[src/rtl/exec_unit.sv]
// Multicycle execute stage: single-cycle ALU ops, shift-add multiply and
// restoring divide, with sticky HALT/fault reporting to the sequencer.
module exec_unit #(
  parameter int         WIDTH      = 8,
  parameter logic [2:0] SEQ_SLOAD2 = 3'd3,
  parameter logic [2:0] SEQ_SCALC  = 3'd4
) (
  input  logic             clk,
  input  logic             rst,
  input  logic [2:0]       seq_state,
  input  logic [3:0]       opcode,
  input  logic [WIDTH-1:0] op_a,
  input  logic [WIDTH-1:0] op_b,
  output logic [WIDTH-1:0] result,
  output logic             carry,
  output logic             zero,
  output logic             nxt_line,
  output logic             finish,
  output logic             err,
  output logic [1:0]       err_code
);

  localparam int SW = $clog2(WIDTH);
  localparam int CW = SW + 1;

  localparam logic [3:0] OP_NOP  = 4'd0;
  localparam logic [3:0] OP_ADD  = 4'd1;
  localparam logic [3:0] OP_SUB  = 4'd2;
  localparam logic [3:0] OP_AND  = 4'd3;
  localparam logic [3:0] OP_OR   = 4'd4;
  localparam logic [3:0] OP_XOR  = 4'd5;
  localparam logic [3:0] OP_SHL  = 4'd6;
  localparam logic [3:0] OP_SHR  = 4'd7;
  localparam logic [3:0] OP_MUL  = 4'd8;
  localparam logic [3:0] OP_DIV  = 4'd9;
  localparam logic [3:0] OP_MOD  = 4'd10;
  localparam logic [3:0] OP_HALT = 4'd15;

  localparam logic [1:0] K_MUL = 2'd0;
  localparam logic [1:0] K_DIV = 2'd1;
  localparam logic [1:0] K_MOD = 2'd2;

  typedef enum logic [1:0] {IDLE = 2'd0, BUSY = 2'd1, DONE = 2'd2} fsm_e;

  fsm_e               state_q, state_d;
  logic [CW-1:0]      cnt_q, cnt_d;
  logic [3:0]         opc_q;
  logic [WIDTH-1:0]   a_q, b_q;
  logic [1:0]         kind_q, kind_d;
  logic [2*WIDTH-1:0] mcand_q, mcand_d, prod_q, prod_d, prod_nxt_s;
  logic [WIDTH-1:0]   mplier_q, mplier_d;
  logic [WIDTH-1:0]   rem_q, rem_d, quo_q, quo_d, dvsr_q, dvsr_d;
  logic [WIDTH-1:0]   rem_nxt_s, quo_nxt_s, r_diff_s;
  logic [WIDTH:0]     r_sh_s;
  logic               ge_s;
  logic [WIDTH-1:0]   result_q, result_d, sc_res_s;
  logic               carry_q, carry_d, zero_q, zero_d, sc_carry_s;
  logic               finish_q, finish_d, err_q, err_d;
  logic [1:0]         errc_q, errc_d;
  logic [WIDTH:0]     shl_w_s, shr_w_s;
  logic               scalc_s, sticky_s;

  assign scalc_s  = (seq_state == SEQ_SCALC);
  assign sticky_s = finish_q | err_q;

  // FSM state register
  always_ff @(posedge clk) begin
    if (rst) state_q <= IDLE;
    else     state_q <= state_d;
  end

  // FSM next-state logic
  always_comb begin
    state_d = state_q;
    case (state_q)
      IDLE: begin
        if (scalc_s && !sticky_s) begin
          case (opc_q)
            OP_NOP, OP_ADD, OP_SUB, OP_AND,
            OP_OR, OP_XOR, OP_SHL, OP_SHR: state_d = DONE;
            OP_MUL:                        state_d = BUSY;
            OP_DIV, OP_MOD:                state_d = (b_q != '0) ? BUSY : IDLE;
            default:                       state_d = IDLE;
          endcase
        end else begin
          state_d = IDLE;
        end
      end
      BUSY: begin
        if (!scalc_s)                 state_d = IDLE;
        else if (cnt_q == CW'(1))     state_d = DONE;
        else                          state_d = BUSY;
      end
      DONE: begin
        if (!scalc_s) state_d = IDLE;
        else          state_d = DONE;
      end
      default: state_d = IDLE;
    endcase
  end

  // FSM output decode: completion is a pure function of the state register
  always_comb begin
    nxt_line = (state_q == DONE);
  end

  // Single-cycle ALU results from the latched operands
  always_comb begin
    shl_w_s    = {1'b0, a_q} << b_q[SW-1:0];
    shr_w_s    = {a_q, 1'b0} >> b_q[SW-1:0];
    sc_res_s   = result_q;
    sc_carry_s = 1'b0;
    case (opc_q)
      OP_ADD:  {sc_carry_s, sc_res_s} = {1'b0, a_q} + {1'b0, b_q};
      OP_SUB:  {sc_carry_s, sc_res_s} = {1'b0, a_q} - {1'b0, b_q};
      OP_AND:  sc_res_s = a_q & b_q;
      OP_OR:   sc_res_s = a_q | b_q;
      OP_XOR:  sc_res_s = a_q ^ b_q;
      OP_SHL:  {sc_carry_s, sc_res_s} = shl_w_s;
      OP_SHR:  {sc_res_s, sc_carry_s} = shr_w_s;
      default: sc_carry_s = 1'b0;
    endcase
  end

  // One iteration of shift-add multiply and restoring divide
  always_comb begin
    prod_nxt_s = mplier_q[0] ? (prod_q + mcand_q) : prod_q;
    r_sh_s     = {rem_q, quo_q[WIDTH-1]};
    ge_s       = (r_sh_s >= {1'b0, dvsr_q});
    r_diff_s   = r_sh_s[WIDTH-1:0] - dvsr_q;
    rem_nxt_s  = ge_s ? r_diff_s : r_sh_s[WIDTH-1:0];
    quo_nxt_s  = {quo_q[WIDTH-2:0], ge_s};
  end

  // Datapath and status next-state
  always_comb begin
    cnt_d    = cnt_q;
    kind_d   = kind_q;
    mcand_d  = mcand_q;
    mplier_d = mplier_q;
    prod_d   = prod_q;
    rem_d    = rem_q;
    quo_d    = quo_q;
    dvsr_d   = dvsr_q;
    result_d = result_q;
    carry_d  = carry_q;
    zero_d   = zero_q;
    finish_d = finish_q;
    err_d    = err_q;
    errc_d   = errc_q;
    case (state_q)
      IDLE: begin
        if (scalc_s && !sticky_s) begin
          mcand_d  = {{WIDTH{1'b0}}, a_q};
          mplier_d = b_q;
          prod_d   = '0;
          rem_d    = '0;
          quo_d    = a_q;
          dvsr_d   = b_q;
          case (opc_q)
            OP_NOP: cnt_d = '0;
            OP_ADD, OP_SUB, OP_AND, OP_OR, OP_XOR, OP_SHL, OP_SHR: begin
              result_d = sc_res_s;
              carry_d  = sc_carry_s;
              zero_d   = (sc_res_s == '0);
            end
            OP_MUL: begin
              kind_d = K_MUL;
              cnt_d  = CW'(WIDTH);
            end
            OP_DIV, OP_MOD: begin
              if (b_q == '0) begin
                err_d  = 1'b1;
                errc_d = 2'd2;
              end else begin
                kind_d = (opc_q == OP_DIV) ? K_DIV : K_MOD;
                cnt_d  = CW'(WIDTH);
              end
            end
            OP_HALT: finish_d = 1'b1;
            default: begin
              err_d  = 1'b1;
              errc_d = 2'd1;
            end
          endcase
        end else begin
          cnt_d = cnt_q;
        end
      end
      BUSY: begin
        if (scalc_s) begin
          cnt_d    = cnt_q - CW'(1);
          prod_d   = prod_nxt_s;
          mcand_d  = mcand_q << 1;
          mplier_d = mplier_q >> 1;
          rem_d    = rem_nxt_s;
          quo_d    = quo_nxt_s;
          if (cnt_q == CW'(1)) begin
            case (kind_q)
              K_MUL: begin
                result_d = prod_nxt_s[WIDTH-1:0];
                carry_d  = |prod_nxt_s[2*WIDTH-1:WIDTH];
                zero_d   = (prod_nxt_s[WIDTH-1:0] == '0);
              end
              K_DIV: begin
                result_d = quo_nxt_s;
                carry_d  = 1'b0;
                zero_d   = (quo_nxt_s == '0);
              end
              default: begin
                result_d = rem_nxt_s;
                carry_d  = 1'b0;
                zero_d   = (rem_nxt_s == '0);
              end
            endcase
          end else begin
            result_d = result_q;
          end
        end else begin
          cnt_d = '0;
        end
      end
      default: cnt_d = cnt_q;
    endcase
  end

  // Datapath registers; operands are captured only during SLOAD2
  always_ff @(posedge clk) begin
    if (rst) begin
      cnt_q    <= '0;
      opc_q    <= '0;
      a_q      <= '0;
      b_q      <= '0;
      kind_q   <= K_MUL;
      mcand_q  <= '0;
      mplier_q <= '0;
      prod_q   <= '0;
      rem_q    <= '0;
      quo_q    <= '0;
      dvsr_q   <= '0;
      result_q <= '0;
      carry_q  <= 1'b0;
      zero_q   <= 1'b0;
      finish_q <= 1'b0;
      err_q    <= 1'b0;
      errc_q   <= 2'd0;
    end else begin
      if (seq_state == SEQ_SLOAD2) begin
        opc_q <= opcode;
        a_q   <= op_a;
        b_q   <= op_b;
      end
      cnt_q    <= cnt_d;
      kind_q   <= kind_d;
      mcand_q  <= mcand_d;
      mplier_q <= mplier_d;
      prod_q   <= prod_d;
      rem_q    <= rem_d;
      quo_q    <= quo_d;
      dvsr_q   <= dvsr_d;
      result_q <= result_d;
      carry_q  <= carry_d;
      zero_q   <= zero_d;
      finish_q <= finish_d;
      err_q    <= err_d;
      errc_q   <= errc_d;
    end
  end

  assign result   = result_q;
  assign carry    = carry_q;
  assign zero     = zero_q;
  assign finish   = finish_q;
  assign err      = err_q;
  assign err_code = errc_q;

endmodule

[config.mk]
export PLATFORM = sky130hd
export DESIGN_NAME = exec_unit
export DESIGN_NICKNAME = d
export VERILOG_FILES = /design/src/rtl/exec_unit.sv
export SDC_FILE = /design/constraint.sdc
export NUM_CORES = 1
export LEC_CHECK = 0
export CORE_ASPECT_RATIO = 0.6
export CORE_MARGIN = 8
export CORE_UTILIZATION = 60
export DETAILED_ROUTE_END_ITERATION = 8
export GPL_TIMING_DRIVEN = 0
export MAX_ROUTING_LAYER = met4
export PLACE_DENSITY = 0.8
export RECOVER_POWER = 50
export SYNTH_ARGS = -nofsm -noshare
export SYNTH_HDL_FRONTEND = slang
export SYNTH_SLANG_ARGS = --single-unit
[constraint.sdc]
create_clock -name clk -period 3.35 [get_ports clk]
set_input_delay 0.67 -clock clk [delete_from_list [all_inputs] [get_ports clk]]
set_output_delay 0.67 -clock clk [all_outputs]
set_load 0.02 [all_outputs]
Run 1, wiring by layer:
Bar = 50 um. Two of the layers only.
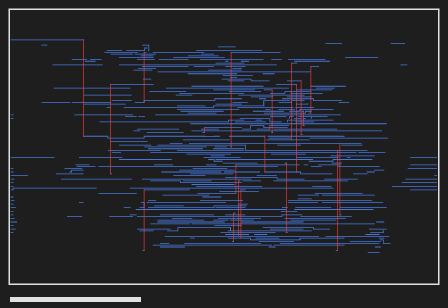
layer	colour	wire length
met4	red	441 um
met3	blue	4620 um

Run 1, placement by cell class:
Bar = 50 um.
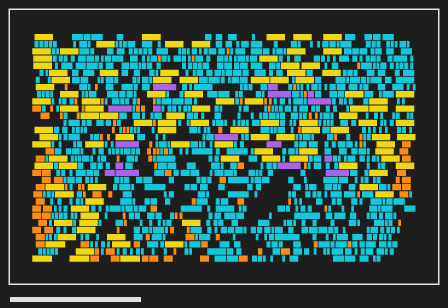
class	colour	cells	share of their area
other buffers and delay cells	orange	117	8.5%
clock drivers and dummy loads	purple	16	3.5%
flops	yellow	106	25%
all other logic	cyan	854	63%

Run 1, selected gate families:
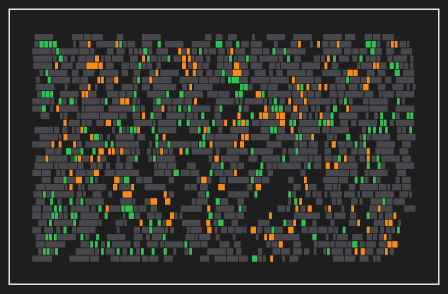
family	colour	cells	most used
NAND gates	green	203	nand2_1
NOR gates	orange	154	nor2_1

-- run 1: final cells by class --
class	count	area, um2
repair buffers	42	413
fillers	1096	3930
plain buffers	75	320
flip-flops and latches	106	2130
clock inverters	7	72.6
well taps	170	213
inverters	45	175
clock buffers	9	225
multi-input cells	809	5250
-- run 1: flip-flops by register name, indices dropped and copies added (netlist names), 2 cells and up --
signal	count
state_q	2
mplier_q	8
opc_q	4
rem_q	8
a_q	8
dvsr_q	8
mcand_q	16
prod_q	16
b_q	8
result	8
kind_q	2
cnt_q	4
quo_q	8
err_code	2
-- run 1: cells in the mapped netlist, types with 8 or more instances --
cell type,number
nand2_1,167
dfxtp_1,106
nor2_1,105
a21oi_1,99
clkbuf_1,53
ha_1,50
inv_1,42
o21ai_0,29
nor3_1,27
a211oi_1,25
nand3_1,23
a22oi_1,19
mux2i_1,19
a311oi_1,15
a31oi_1,15
mux2_2,13
o211ai_1,13
xnor2_1,13
buf_2,12
a21o_1,10
nor2b_1,10
buf_1,9
a211o_1,8
nand2b_1,8
-- run 1: worst min-delay path, cell delays in order (launching register included) --
cell,delay [ps]
dfxtp_1,320
nand2_1,50
a21oi_1,50
-- run 1: per-layer routing --
| metal | vias up | wire length [um] |
|---|---|---|
| li1 | 3861 | - |
| met1 | 3964 | 12900 |
| met2 | 639 | 10600 |
| met3 | 46 | 4620 |
| met4 | 0 | 441 |
| met5 | - | 0 |
-- run 1: power breakdown --
group	switching, mW	internal, mW	leakage, nW
sequential	0.0257	1.28	0.859
combinational	0.255	0.149	2.14
clock	0.553	0.528	0.143
total	0.834	1.96	3.14
-- run 1: repair_timing --
item                                   4_1_cts  5_1_grt
resized                                     15       24
setup endpoints to repair                    4       10
pin swaps                                    0        1
gates cloned                                 0        0
setup buffers                                0        3
endpoints found under the hold margin        0        0
==> results.txt, run 1 <==
Update from the flow run.

The run finished with clean final reports. The slowest cell on the critical path is buf_1. The startpoint of the tightest hold check path is dvsr_q[4]. The transition time of the tightest slew-check pin is 1130 ps. The setup slack of the worst register-to-register path is 100 ps. The worst hold path was traced through 2 stages.

The type of element capturing the critical path is a flip-flop. The startpoint identified for the worst register-to-register timing path is opc_q[0]. The standard cell core area is 12700 um2. The max-slew check reports its worst relative slack as 0.237. The proportion of synthesized area in mux cells is 0.0607. The biggest area contributor in the post-synthesis netlist is dfxtp_1. The number of nets in the synthesized netlist is 1114.

In this run the remaining antenna-violating nets after routing total 0. According to the floorplan report, the die height is 104 um. The cell-mix breakdown from Yosys lists the adder-cell area share as 0.0908. The hold slack is 463 ps. The total stage count of the critical path is 9. Yosys mapped a number of flops with a built-in enable equal to 0. Endpoints with negative setup slack in the final report add up to 0.

The horizontal die dimension reported for this design is 163 um. The chip area in the Yosys report is 7770 um2. Sorting the synthesized cells by area gives the leading types as dfxtp_1 27%, nand2_1 8.1%, ha_1 8.0%. The post-synth register bit count is 106. The iteration count of the initial detailed-routing pass is 6. The met2 track demand over resource is 0.422. The HPWL after detailed placement is 22.0 mm. The Yosys warning count is 0. The total track usage is 0.343.

The area growth from synthesis to layout is 13.2%. Setup repair after global routing could not meet its margin everywhere. The type recorded for the worst min-delay path is reg -> reg.

The routed wirelength normalized by instance count is 22.6 um. In the finished design, the share of the clock period the worst path needs comes to 0.969. met3 track demand over resource after global routing is 0.128. Per the run summary, max-cap violations total 0.

The worst flop-to-flop path endpoint is zero. The number of warning messages in the logs is 45. The endpoint of the worst hold path is dvsr_q[4]. The global-route wire length before repair is 45.2 mm. The largest combinational cell category by area is AND-OR/OR-AND gates. The buffer type at the clock tree root is clkbuf_16. Per the cell usage report, the commonest logic cell in the layout is nand2_1. Tracing the worst setup path back leads to its startpoint at opc_q[0]. The share of the Yosys chip area taken by registers is 0.273. The finished layout holds 1263 standard cells, fillers aside. The total chip power is 2.79 mW.

The largest driver fanout on the critical path is 10. Counting every sink on the clock net gives 106. The cell sequence reported for the critical path is clkbuf_1 > clkbuf_1 > buf_1 > a211oi_1 > nor3b_1 > o2111ai_1 > nor3_1 > o2111ai_1 > o211ai_1. After synthesis, the design contains 1035 cells according to Yosys. The cell area after technology mapping is 7770 um2. The endpoint required time on the critical path is 3630 ps. For this run, global-route usage on met1 was measured as 0.514.

0 antenna diodes ended up in the layout. The I/O pin count is 40. The TritonCTS clock tree is done.

The die covers 17000 um2. The critical path in the final layout is reported with a setup slack of 104 ps. In the floorplan report the effective utilization is 0.611. For this run, the top clock speed supported by timing is 308 MHz. The count of final max-slew check failures is 0. The worst setup path is launched from a flip-flop. The async set or reset register ratio after synthesis is 0. Summed over all layers, the global routing overflow is 0. In this run the most used layer during global routing was met1. The sum of buffers and inverters on the critical path is 3. After floorplanning, the core was divided into 32 placement rows.

The fraction of final layout cells sized beyond drive strength 1 is 0.0796. In this run, the synthesized area fraction spent on AND-OR/OR-AND gates is recorded as 0.269. Of the total synthesized cell area, the portion taken by AND, OR, NAND and NOR gates is 0.224.

The CTS clock-pin slew for the worst setup and hold paths is 90 ps. The mean post-synth cell area is 7.51 um2. The clock latency on the worst-skew pair is 370 ps. The power density relative to cell area is 317 nW/um2.

The via count of the first global-routing pass is 7824. The largest delay contributor family on the critical path is buffers and inverters. Looking at the VDD voltage map, the peak drop is 0.000256 V. The final wirelength is 28.5 mm.

For this design the static power due to leakage is 3.14 nW. The final-layout setup total negative slack is 0 ps. The worst path in the final design needs a cycle of 3250 ps, including I/O delays and setup. The number of vias per cell is 6.74.

Per STA, the endpoint of the critical path is zero. Port buffering added 39 buffers. The area fraction of the largest cell type after synthesis is 0.273. In this run the number of H-tree levels came out at 3. The data arrival time reported for the critical path is 3530 ps. On the final layout, the worst clock skew is 16.2 ps.

The post-placement cell area is 8380 um2. The number of unique standard cell types used by synthesis is 73. In this run the deepest clock path goes through 2 buffers. Per the post-synthesis report, the number of cells in the design is 1035. Hold repair after CTS inserted 0 buffers. The initial antenna violation count came to 0. In the setup report, the worst path falls into the class reg -> reg. The first-iteration detailed-routing DRC count is 1329. The cell depth of the worst flop-to-flop path is 9. The number of CTS-inserted buffers is 9.

Measured on the finished design, the core utilization comes to 0.691. Entering global routing, the biggest net connects 21 pins. The post-synthesis share of cell area spent on xor and xnor gates is 0.0225. The total instance count after detailed placement is 1244.

Post-synth the commonest register cell is dfxtp_1. Per the detail_route report, the via count comes to 8510. In the layout the commonest cells are 167 x nand2_1, 102 x nor2_1, 102 x dfxtp_1, 99 x a21oi_1, 50 x ha_1. The final-stage net count is 1167. The largest stage delay on the critical path is 590 ps. RePlAce ended its routability-driven mode at a weighted congestion of 1.00.

OpenSTA, run right after detailed placement, puts the worst setup slack at -893 ps. The DRC violation total left in the routed layout is recorded as 0. The finished layout cell area is 8800 um2.
Run 1, routing congestion map:
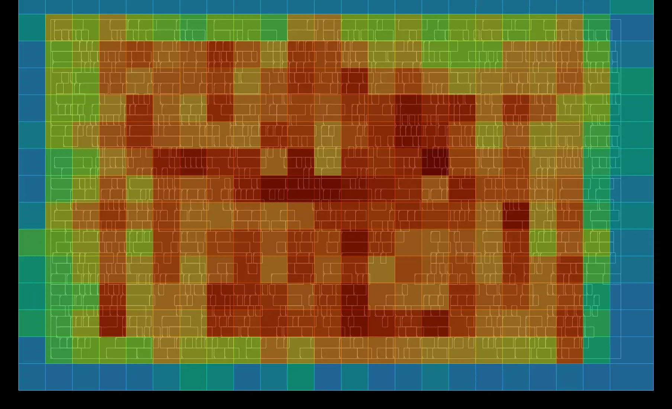

==> run 2: changes to the inputs <==
--- a/config.mk
+++ b/config.mk
@@ -7,12 +7,13 @@
 export LEC_CHECK = 0
 export CORE_ASPECT_RATIO = 0.6
 export CORE_MARGIN = 8
-export CORE_UTILIZATION = 60
+export CORE_UTILIZATION = 56
 export DETAILED_ROUTE_END_ITERATION = 8
 export GPL_TIMING_DRIVEN = 0
 export MAX_ROUTING_LAYER = met4
-export PLACE_DENSITY = 0.8
+export PLACE_DENSITY = 0.78
 export RECOVER_POWER = 50
+export SETUP_SLACK_MARGIN = 0.05
 export SYNTH_ARGS = -nofsm -noshare
 export SYNTH_HDL_FRONTEND = slang
 export SYNTH_SLANG_ARGS = --single-unit
==> constraint.sdc (replaced) <==
create_clock -name clk -period 2.7 [get_ports clk]
set_input_delay 0.54 -clock clk [delete_from_list [all_inputs] [get_ports clk]]
set_output_delay 0.54 -clock clk [all_outputs]
set_load 0.02 [all_outputs]
Run 2, routing congestion map:
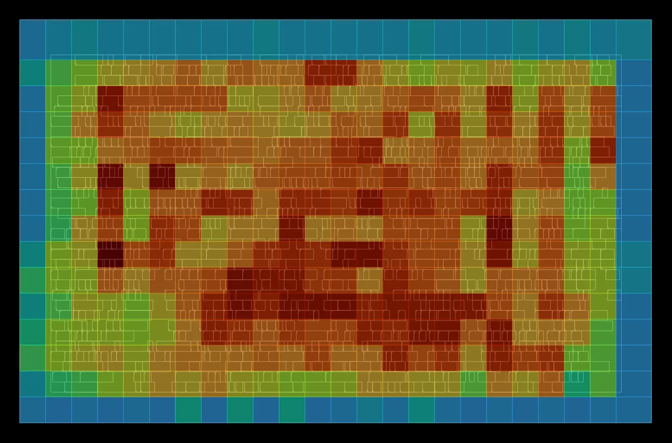
Global Route met2 Usage: 0.413
routed length per instance: 22.8 um

==> results.txt, run 2 <==
Update from the flow run.

The flow ran to the end, but the final reports show violations. The final reports fail on negative setup slack. The combinational gate power is 0.616 mW (+52%). The worst supply voltage drop on vdd was 0.000425 V (+66%).

The total via count after detailed routing came to 8650 (+1.6%). The relative contribution of the clock network to total power came to 0.392 (+0.004). The number of H-tree levels is 3 (unchanged). The number of diodes came to 0 (unchanged).

The root buffer cell chosen for the clock tree is clkbuf_16. The startpoint of the worst register-to-register path is a_q[0]. The class of the tightest hold or removal check is reg -> reg.

The fmax is 346 MHz (+12%). The setup slack of the worst register-to-register path came to -190 ps (-290 ps). The DRC violation count after routing is 0 (unchanged).

The standard cell core area is 13600 um2 (+7.0%). The number of unique standard cell types used by synthesis is 73 (unchanged). Sorting the synthesized cells by area gives the leading types as dfxtp_1 27%, nand2_1 8.1%, ha_1 8.0%. The switching power is 1.08 mW (+29%). The number of rows in the core area is 33 (+3.1%).

The power consumed by the clock network is 1.44 mW (+33%). The CTS clock-pin slew for the worst setup and hold paths is 80 ps (about the same). The number of buffers on the longest clock path is 2 (unchanged). The worst setup slack before clock tree synthesis is -1170 ps (-279 ps). The via count of the first global-routing pass came to 7714 (-1.4%).

The transition time of the tightest slew-check pin was 781 ps (-349 ps). Sorting the synthesized cells by how often they occur yields 167 x nand2_1, 106 x dfxtp_1, 105 x nor2_1. The largest registers in the layout are mcand_q (16), prod_q (16). The proportion of total power due to net switching was 0.294 (-0.00471). The final period demand of the worst path came to 2890 ps (-358 ps). The endpoint arrival time on the critical path is 3110 ps (-420 ps). The share of the synthesized area in the top cell type was 0.273 (unchanged). The number of nets in the synthesized netlist is 1114 (unchanged). The worst setup path is captured at a flip-flop. Among logic cells in the layout, the one with the most instances is nand2_1. The number of nets with antenna violations after routing is 0 (unchanged). The largest stage delay on the critical path is 400 ps (-190 ps). The cell depth of the worst flop-to-flop path is 12 (+3). The endpoint required time on the critical path is 2930 ps (-700 ps). The global router reports that the layer with the highest usage is met1. The total chip power is 3.66 mW (+31%). The synthesized design spends more area on one cell type than any other, namely dfxtp_1. The I/O pin count came to 40 (unchanged). The synthesized instance count is 1035 (unchanged). The async set or reset register ratio after synthesis is 0 (unchanged). The count of final max-slew check failures is 0 (unchanged). The endpoint of the worst hold path is dvsr_q[4]. The worst clock skew is 10.4 ps (-5.81 ps).

The share of power burned in combinational logic came to 0.168 (+0.023). The hold slack is 468 ps (+5.64 ps). The global-route wire length before repair is 44.7 mm (-1.0%). The final period utilization is 1.07 (+0.101). The final setup violation count is 16 (+16). The largest power group is sequential cells. The initial antenna violation count came to 0 (unchanged). The largest driver fanout on the critical path is 4 (-6). The cell leakage power is 3.48 nW (+11%). The cell internal power dissipation is 2.59 mW (+32%). The worst hold path depth is 2 (unchanged).

The fraction of final layout cells sized beyond drive strength 1 was 0.192 (+0.112). The cell area after technology mapping is 7770 um2 (unchanged). The total cells reported by yosys after synthesis was 1035 (unchanged). The number of CTS-inserted buffers was 9 (unchanged). The post-cts gate resize count was 128 (+113). The sequential element share of the synthesized area is 0.273 (unchanged). The chip area in the Yosys report is 7770 um2 (unchanged). The final setup slack of the worst path came to -188 ps (-292 ps). The clock latency on the worst-skew pair came to 360 ps (about the same). The hold violation count in the final report is 0.

The worst slew margin relative to its limit came to 0.479 (+0.242). The total track usage is 0.327 (-0.0162). The tally of max-capacitance violations is 0 (unchanged). The power density relative to cell area is 376 nW/um2 (+19%). The routability-driven placement congestion ratio is 1.01 (+0.79%).

The sequential share of power is 0.440 (-0.028). The worst flop-to-flop path endpoint is carry. The slowest cell on the critical path is or3_4. The post-CTS repair timing setup buffer count is 26 (+26).

On the critical path the largest part of the delay comes from AND-OR/OR-AND gates. The met1 capacity usage during global routing came to 0.475 (-0.0386). Setup repair after global routing could not meet its margin everywhere. The overall overflow remaining after global route is 0 (unchanged). The final-stage net count is 1204 (+3.2%). The initial core utilization is 0.571 (-0.0400). The report lists the cells along the critical path as inv_4 > ha_4 > fa_2 > o21ba_4 > o21bai_4 > a221oi_2 > or3_4 > a41oi_4 > o41ai_4 > buf_4 > nor4_4 > a31oi_1. The count of state elements after synthesis is 106 (unchanged). For reference, the most critical setup path is categorized as reg -> reg.

The number of buffers added on ports came to 39 (unchanged). The count of library flops with an enable pin came to 0 (unchanged). The number of vias per cell was 6.63 (-1.6%). The number of warning messages in the logs is 47 (+4.4%). STA classifies the critical path startpoint as a flip-flop. By instance count after routing, the leading logic cell types are 167 x nand2_1, 99 x nor2_1, 93 x a21oi_1, 88 x dfxtp_1, 40 x buf_4.

The hold buffer count at cts is 0 (unchanged). The Yosys warning count is 0 (unchanged). The most used flip-flop cell after synthesis is dfxtp_1.

The die extent in x is 168 um (+3.2%). The die height is 107 um (+3.0%). The iteration count of the initial detailed-routing pass is 6 (unchanged). The number of fill cells is 1080 (-1.5%). The final wirelength is 29.8 mm (+4.5%). The first-iteration detailed-routing DRC count is 1404 (+5.6%). The flip-flop and latch power is 1.61 mW (+24%). The startpoint of the tightest hold check path is dvsr_q[4].

The detailed-placement wirelength estimate is 21.8 mm (-0.59%). The clock sink count is 106 (unchanged). The overall die area is 18000 um2 (+6.2%). The leading cell type by number of instances after synthesis is nand2_1. The pin count of the biggest net entering global routing came to 21 (unchanged). The TritonCTS clock tree is done. The met3 usage is 0.122 (-0.00653). The area growth from synthesis to layout is 25.3%. The mean post-synth cell area was 7.51 um2 (unchanged). The sum of buffers and inverters on the critical path is 2 (-1).
Run 2, selected gate families:
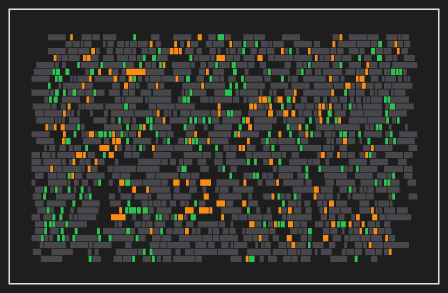
family	colour	cells	most used	where
NOR gates	orange	154	nor2_1	widely spread
NAND gates	green	203	nand2_1	widely spread

-- run 2: kinds of logic (layout without fill, tap and decap cells) --
group,after synthesis,count (layout),share of synthesized area
AND-OR/OR-AND,308,308,0.269
adder cells (fa/ha/maj),54,54,0.0908
multiplexers,38,38,0.0607
AND/OR/NAND/NOR,389,389,0.224
XOR/XNOR,20,20,0.0225
buffers and inverters,120,215,0.0604
flip-flops,106,106,0.273
-- run 2: per-stage QoR --
step	cells	area [um2]	utilization	setup TNS, ps
finish	1305	9740	0.715	-1080
global route	1305	9740	0.715	-2700
CTS	1291	9370	0.688	-24.9
detailed placement	1249	8420	0.618	-38110
global placement	1249	8420	0.618	-35920
floorplan	1035	7810	-	0
-- run 2: worst max path at each step --
stage,from,to,slack (ps),depth (start not counted)
finish,a_q[0],carry,-190,12
global route,a_q[0],carry,-210,12
CTS,a_q[1],carry,-20,11
detailed placement,a_q[4],carry,-1170,11
global placement,a_q[4],carry,-1250,11
floorplan,a_q[2],carry,40,12
-- run 2: layout make-up --
type / count / area, um2 / share of cell area
clock buffer: 9 / 225 / 0.0231
timing repair buffer: 79 / 691 / 0.0709
tap: 175 / 219 / 0.0225
sequential: 106 / 2160 / 0.222
clock inverter: 7 / 95.1 / 0.00977
inverter: 45 / 200 / 0.0206
buffer: 75 / 495 / 0.0509
multi-input combinational: 809 / 5650 / 0.580
-- run 2: worst min-delay path: stages (launching register included) --
cell and delay [ps]:
dfxtp_1 320, nand2_1 50, a21oi_1 50
-- run 2: routing by layer --
layer,wire length [um],part of all wire,up-vias
met1,13800,0.46,4065
met5,0,0,-
met2,11100,0.37,607
li1,-,-,3928
met4,466,0.016,0
met3,4440,0.15,50
Run 2, wiring by layer:
Bar = 50 um. Two of the layers only.
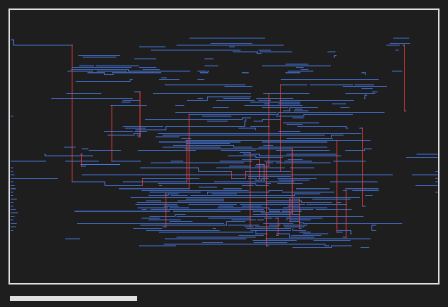

==> run 3: changes to the inputs <==
==> constraint.sdc (replaced) <==
create_clock -name clk -period 2.7 [get_ports clk]
set_input_delay 0.27 -clock clk [delete_from_list [all_inputs] [get_ports clk]]
set_output_delay 0.27 -clock clk [all_outputs]
set_load 0.02 [all_outputs]
Run 3, wiring by layer:
Bar = 50 um. Two of the layers only.
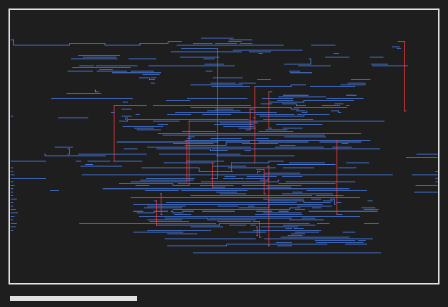
layer	colour	wire length
met3	blue	4520 um
met4	red	304 um

Run 3, placement by cell class:
Bar = 50 um.
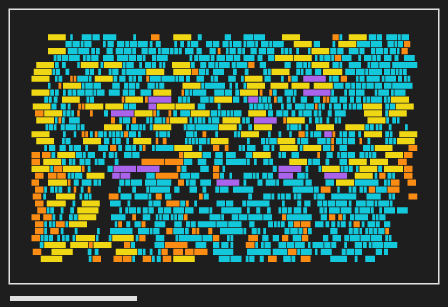
Row Count: 33
final core utilization: 0.700
fraction of area in registers: 0.227

==> results.txt, run 3 <==
Update from the flow run.

The flow ran to the end, but the final reports show violations. The checks that failed: negative setup slack. The number of nets in the synthesized netlist was 1114 (unchanged). The sequential element share of the synthesized area came to 0.273 (unchanged). The number of fill cells is 1088 (+0.74%). The count of library flops with an enable pin was 0 (unchanged). The global routing's busiest layer is met1. The initial antenna violation count was 1 (+1).

The final setup slack of the worst path is -177 ps (+11.0 ps). The share of the synthesized area in the top cell type is 0.273 (unchanged). The most common logic cell in the routed design is nand2_1. The tally of max-capacitance violations came to 0 (unchanged). The sequential share of power was 0.444 (+0.004). Per the synthesis report, the dominant area consumer among library cells is dfxtp_1.

The met2 track demand over resource is 0.406 (-0.00664). The Yosys warning count came to 0 (unchanged). The critical path is of the reg -> reg type.

The final wirelength is 29.3 mm (-1.7%). The total met2 wirelength after detailed routing was 11.0 mm (-1.4%). The pin count of the biggest net entering global routing came to 21 (unchanged).

The routability-driven placement congestion ratio is 1.01 (unchanged). The DRC violation count after routing is 0 (unchanged). The met1 wire length is 13.5 mm (-1.9%). The top cell types in the final layout, fill and taps aside, are 167 x nand2_1, 101 x nor2_1, 95 x a21oi_1, 88 x dfxtp_1, 39 x ha_1. The count of state elements after synthesis is 106 (unchanged).

The async set or reset register ratio after synthesis is 0 (unchanged). The fmax is 348 MHz (+0.38%). In the post-synthesis netlist, the biggest area contributors are dfxtp_1 27%, nand2_1 8.1%, ha_1 8.0%. The transition time of the tightest slew-check pin is 786 ps (+4.94 ps). The flow measured a signed area growth from synthesis to layout of 22.7%.

The post-placement cell area is 8420 um2 (unchanged). The number of warning messages in the logs is 47 (unchanged). The most common cell in the synthesized netlist is nand2_1. The die extent in x is 168 um (unchanged). The met1 capacity usage during global routing is 0.476 (+0.000544). The final period utilization is 1.07 (-0.00407). The finished layout cell area is 9540 um2 (-2.0%). The clock sink count is 106 (unchanged). The global-route wire length before repair is 44.3 mm (-0.87%). The standard cell core area is 13600 um2 (unchanged). The total track usage came to 0.324 (-0.00290). In the final layout, the registers with the most flip-flops are mcand_q (16), prod_q (16). Ranked by instance count, the synthesized netlist is headed by 167 x nand2_1, 106 x dfxtp_1, 105 x nor2_1.

The number of nets with antenna violations after routing is 0 (unchanged). The share of power burned in combinational logic is 0.162 (-0.006). The detailed-placement wirelength estimate is 21.8 mm (unchanged). The mean post-synth cell area is 7.51 um2 (unchanged). The total chip power is 3.64 mW (-0.76%). The TritonCTS clock tree is done. The sequential standard cell area is 2160 um2 (-0.12%). The logic area was 5600 um2 (-0.82%). The number of H-tree levels came to 3 (unchanged). The worst setup slack before clock tree synthesis is -1170 ps (unchanged).

The final setup violation count was 3 (-13). The cell area after technology mapping is 7770 um2 (unchanged). The synthesized instance count is 1035 (unchanged).

The relative contribution of the clock network to total power is 0.394 (+0.002). The I/O pin count was 40 (unchanged). The first-iteration detailed-routing DRC count is 1301 (-7.3%). The total cells reported by yosys after synthesis is 1035 (unchanged). The chip area in the Yosys report came to 7770 um2 (unchanged). The routed wirelength normalized by instance count is 22.7 um (-0.52%). The fraction of final layout cells sized beyond drive strength 1 is 0.173 (-0.0188).

The die height was 107 um (unchanged). The hold slack came to 441 ps (-27.6 ps). The number of buffers added on ports is 39 (unchanged). The cell internal power dissipation is 2.57 mW (-0.57%). The cell leakage power came to 3.39 nW (-2.6%).

CTS placed an instance of clkbuf_16 at the clock tree root. The power density relative to cell area came to 381 nW/um2 (+1.3%). Setup repair after global routing could not meet its margin everywhere. The proportion of total power due to net switching was 0.293 (-0.00138).

The final-stage net count is 1188 (-1.3%). The endpoint arrival time on the critical path was 3110 ps (about the same). The met3 usage is 0.116 (-0.00549).

The switching power came to 1.07 mW (-1.2%). The number of vias per cell is 6.64 (+0.23%). The hold violation count in the final report came to 0 (unchanged). Checking hold timing, the worst path is listed with class in -> reg.
run 3: cell counts after synthesis:
Identical to the previous run, type by type.
run 3: cell type report:
cell class / count / area share
multi-input cells: 809 / 0.587
flip-flops and latches: 106 / 0.227
repair buffers: 63 / 0.0601
plain buffers: 75 / 0.0491
clock buffers: 9 / 0.0236
well taps: 175 / 0.0230
inverters: 45 / 0.0203
clock inverters: 7 / 0.00997
diodes: 1 / 0.000262
run 3: critical path, cell delays in order, from the launching register on:
cell and delay, ps:
dfxtp_4 380, inv_2 50, ha_4 160, fa_2 420, o21ba_4 250, o21bai_4 180, a221oi_4 90, or3_4 390
a41oi_4 260, o41ai_4 120, buf_6 160, nor4_4 140, a31oi_1 140
run 3: logic make-up after synthesis:
group | Yosys count | synth area share
xor+xnor | 20 | 0.0225
mux | 38 | 0.0607
flops | 106 | 0.273
compound gates | 308 | 0.269
fa+ha+maj | 54 | 0.0908
simple gates | 389 | 0.224
buf+inv | 120 | 0.0604
run 3: what timing repair did:
item	CTS	global route
pin swaps	28	31
setup endpoints to repair	33	38
buffers inserted	10	14
cloned	0	0
gates resized	112	66
hold buffers	0	0
run 3: path summary, 6_finish.rpt:
kind,start,to,slack [ps],cells past startpoint
max,a_q[0],carry,-180,12
min,op_a[0],a_q[0],440,3
max reg2reg,a_q[0],carry,-180,12
min reg2reg,mplier_q[7],mplier_q[7],470,2
run 3: power by group through the flow:
stage               logic [mW]  clock network [mW]  registers (mW)
floorplan                0.305                   0            1.64
global placement         0.467                   0            1.65
detailed placement       0.466                   0            1.65
CTS                      0.524                1.44            1.61
global route             0.620                1.50            1.62
finish                   0.588                1.43            1.61
Power is estimated from default activity; no workload was simulated.
